==> images/io_placement.png <==
Pins as bars across the die edge, other pins in gray.
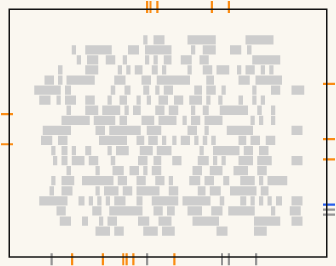
==> images/io_fan.png <==
Scale bar: 20 µm.
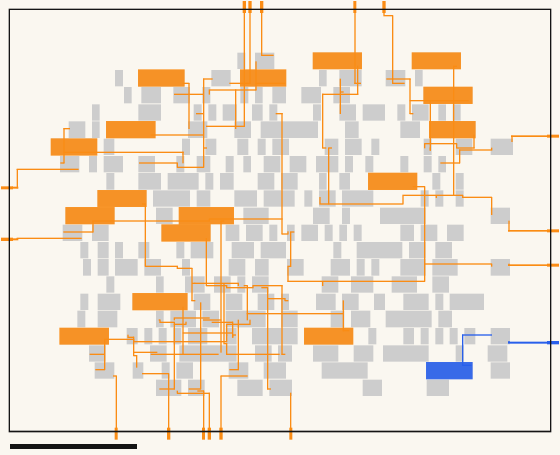
==> images/wires.png <==
Two of the layers only.
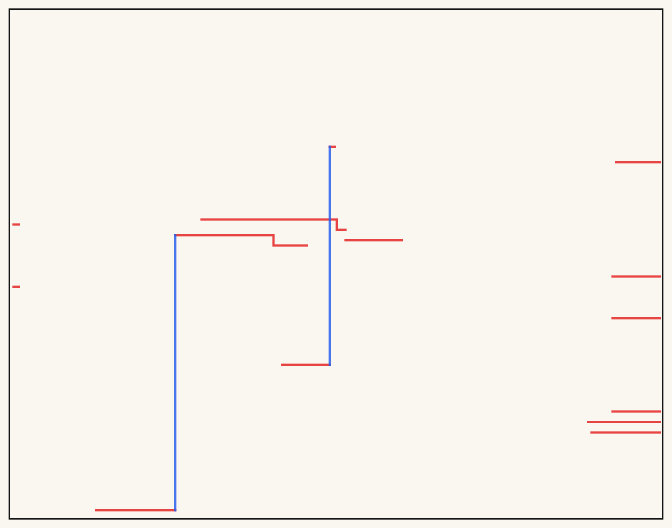
==> images/congestion.png <==
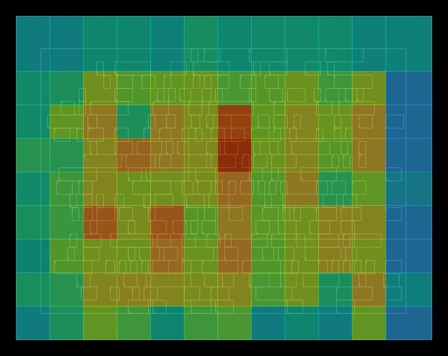
File: config.mk
export PLATFORM = sky130hd
export DESIGN_NAME = meio_somador
export DESIGN_NICKNAME = d
export VERILOG_FILES = /design/src/rtl/arith_pkg.sv /design/src/rtl/meio_somador_lane.sv /design/src/rtl/meio_somador.sv
export SDC_FILE = /design/constraint.sdc
export NUM_CORES = 1
export LEC_CHECK = 0
export ABC_AREA = 1
export CAP_MARGIN = 20
export CELL_PAD_IN_SITES_DETAIL_PLACEMENT = 1
export CELL_PAD_IN_SITES_GLOBAL_PLACEMENT = 2
export CORE_ASPECT_RATIO = 0.75
export CORE_MARGIN = 5
export CORE_UTILIZATION = 24
export CTS_BUF_LIST = sky130_fd_sc_hd__clkbuf_8
export DETAILED_ROUTE_END_ITERATION = 10
export PLACE_DENSITY_LB_ADDON = 0.1
export SYNTH_ARGS = -nofsm -noshare
export SYNTH_HDL_FRONTEND = slang
export SYNTH_HIERARCHICAL = 1
export SYNTH_SLANG_ARGS = --single-unit
File: constraint.sdc
create_clock -name clk -period 1.3 [get_ports clk]
set_clock_uncertainty 0.05 [all_clocks]
set_input_delay 0.26 -clock clk [delete_from_list [all_inputs] [get_ports clk]]
set_output_delay 0.26 -clock clk [all_outputs]
set_load 0.01 [all_outputs]
File: src/rtl/arith_pkg.sv
// Shared constants for the arithmetic-operators library.
// Defaults here are used by the adder primitives built on top of them.
package arith_pkg;

  localparam int CNT_W_DEFAULT = 16;

endpackage : arith_pkg

File: src/rtl/meio_somador_lane.sv
// One combinational 1-bit half-adder lane.
// The sum is the XOR of the operands and the carry is their AND.
module meio_somador_lane (
  input  logic a_i,
  input  logic b_i,
  output logic s_o,
  output logic c_o
);

  assign s_o = a_i ^ b_i;
  assign c_o = a_i & b_i;

endmodule : meio_somador_lane

File: src/rtl/meio_somador.sv
// Registered WIDTH-lane half adder with a valid flag and a saturating count of
// accepted cycles in which any lane produced a carry.
module meio_somador
  import arith_pkg::*;
#(
  parameter int WIDTH = 1,
  parameter int CNT_W = CNT_W_DEFAULT
) (
  input  logic             clk,
  input  logic             rst,
  input  logic             in_valid,
  input  logic [WIDTH-1:0] A,
  input  logic [WIDTH-1:0] B,
  output logic             out_valid,
  output logic [WIDTH-1:0] S,
  output logic [WIDTH-1:0] C,
  output logic [CNT_W-1:0] carry_count
);

  logic [WIDTH-1:0] s_comb;
  logic [WIDTH-1:0] c_comb;
  logic [WIDTH-1:0] s_q, s_d;
  logic [WIDTH-1:0] c_q, c_d;
  logic             valid_q, valid_d;
  logic [CNT_W-1:0] cnt_q, cnt_d;

  for (genvar gi = 0; gi < WIDTH; gi++) begin : g_lane
    meio_somador_lane u_lane (
      .a_i (A[gi]),
      .b_i (B[gi]),
      .s_o (s_comb[gi]),
      .c_o (c_comb[gi])
    );
  end

  // Operands only reach the registers when qualified, so junk on A/B is ignored.
  always_comb begin
    s_d     = s_q;
    c_d     = c_q;
    valid_d = in_valid;
    cnt_d   = cnt_q;
    if (in_valid) begin
      s_d = s_comb;
      c_d = c_comb;
      if ((|c_comb) && (cnt_q != {CNT_W{1'b1}})) begin
        cnt_d = cnt_q + CNT_W'(1);
      end
    end
  end

  always_ff @(posedge clk) begin
    if (rst) begin
      s_q     <= '0;
      c_q     <= '0;
      valid_q <= 1'b0;
      cnt_q   <= '0;
    end else begin
      s_q     <= s_d;
      c_q     <= c_d;
      valid_q <= valid_d;
      cnt_q   <= cnt_d;
    end
  end

  assign S           = s_q;
  assign C           = c_q;
  assign out_valid   = valid_q;
  assign carry_count = cnt_q;

endmodule : meio_somador

==> reports/writeup.txt <==
For this run, the chip area from Yosys synthesis comes to 1020 µm². The die covers 5680 µm². The final timing report counts setup violations totalling 16. The detailed router used layers up to and including met4.

With the half-perimeter wire length of the detailed placement result at 2760 µm, the synthesis-to-finish area growth is 85.9%. The path category of the worst min-delay check was reg -> reg. Launching point of the worst reg2reg path: carry_count[0]$_SDFFE_PP0P_. For the pin with the worst max-slew slack, the measured transition is 0.242 ns. The first global-routing pass estimated 6130 µm of wire. The most critical setup path has its startpoint at carry_count[0]$_SDFFE_PP0P_.

The critical path data arrival time came out at 1.57 ns. The proportion of layout cells with a drive suffix above 1 works out to 0.500. Worst-path cell with the longest stage delay: dfxtp_4.

According to the floorplan report, the placeable core area is 4080 µm². For the max-capacitance violation count, the log shows 0. Time the final worst path needs with I/O delays and setup: 1.44 ns.

Among the non-sequential cells, simple AND/OR/NAND/NOR gates take the most area. The run finished, with violations left. For the worst-case setup margin in the final layout, the log shows -0.138 ns. The repair_antennas step left the layout with diodes totalling 0. The checks that failed: negative setup slack.
Notes on io_placement.png above:
color	port	pins	direction	edge
blue	`S`	1	output	east
orange	`carry_count`	16	output	6 south, 5 north, 3 east, 2 west
die outline width: 85.4 µm
die boundary height: 66.5 µm
buffers added on ports: 23

Notes on io_fan.png above:
color	port	direction	edge	end cells	buffers	wire
blue	`S`	output	east	1	1	17.1 µm
orange	`carry_count`	output	6 south, 5 north, 3 east, 2 west	16	23	810 µm
Top-Level Pins: 24

Notes on wires.png above:
color	layer	wire length
red	metal 3	108 µm
blue	metal 4	64.6 µm
DR vias: 1195
Post-Route WL: 3760 µm

Notes on congestion.png above:
met2 Usage GRT: 0.242
highest-utilization routing layer at the global route stage: met2
Util after Layout: 0.466
average wire length per cell after detail routing: 13.7 µm
met3 usage in global routing: 0.0309

through the flow:
| stage | cell area [µm²] | total power (µW) | instances | util |
|---|---|---|---|---|
| after floorplan | 1070 | 687 | 150 | - |
| after global placement | 1650 | 760 | 263 | 0.403 |
| after detailed placement | 1650 | 767 | 263 | 0.403 |
| after CTS | 1790 | 1190 | 270 | 0.438 |
| after global routing | 1900 | 1270 | 275 | 0.466 |
| final | 1900 | 1200 | 275 | 0.466 |
repair_timing:
| action | in CTS | in global routing |
|---|---|---|
| setup endpoints to repair | 35 | 21 |
| resized | 58 | 18 |
| pin swaps | 1 | 8 |
| buffers inserted | 3 | 5 |
| gates cloned | 0 | 1 |
cell type report:
cell class	count	share of cell area
clock buffer	3	0.0217
timing repair buffer	69	0.325
tap	55	0.0362
multi-input combinational	114	0.374
clock inverter	1	0.00197
inverter	14	0.0309
sequential	19	0.211
flip-flops by register name, summed over array words and instances (netlist names):
| register | count |
|---|---|
| carry_count | 16 |
| S | 1 |
| out_valid | 1 |
| C | 1 |
synth_stat cells (all sizes together):
cell type,count,share of area
xnor2,1,0.0086
nor3,1,0.0049
nand4,1,0.0061
nand3b,1,0.0073
dfxtp,19,0.37
ha,2,0.024
nand3,17,0.11
buf,3,0.029
nor2,35,0.13
o21ai,2,0.0098
inv,14,0.051
nand2,40,0.17
a21oi,14,0.069
power groups by stage:
stage / combinational, µW / clock, µW / sequential, µW
3_5_place_dp: 153 / 0 / 614
2_1_floorplan: 67.7 / 0 / 619
3_3_place_gp: 147 / 0 / 613
5_1_grt: 207 / 459 / 601
4_1_cts: 159 / 435 / 600
6_report: 189 / 410 / 599
Power figures rest on the tool's default switching activity, not on a simulated workload.
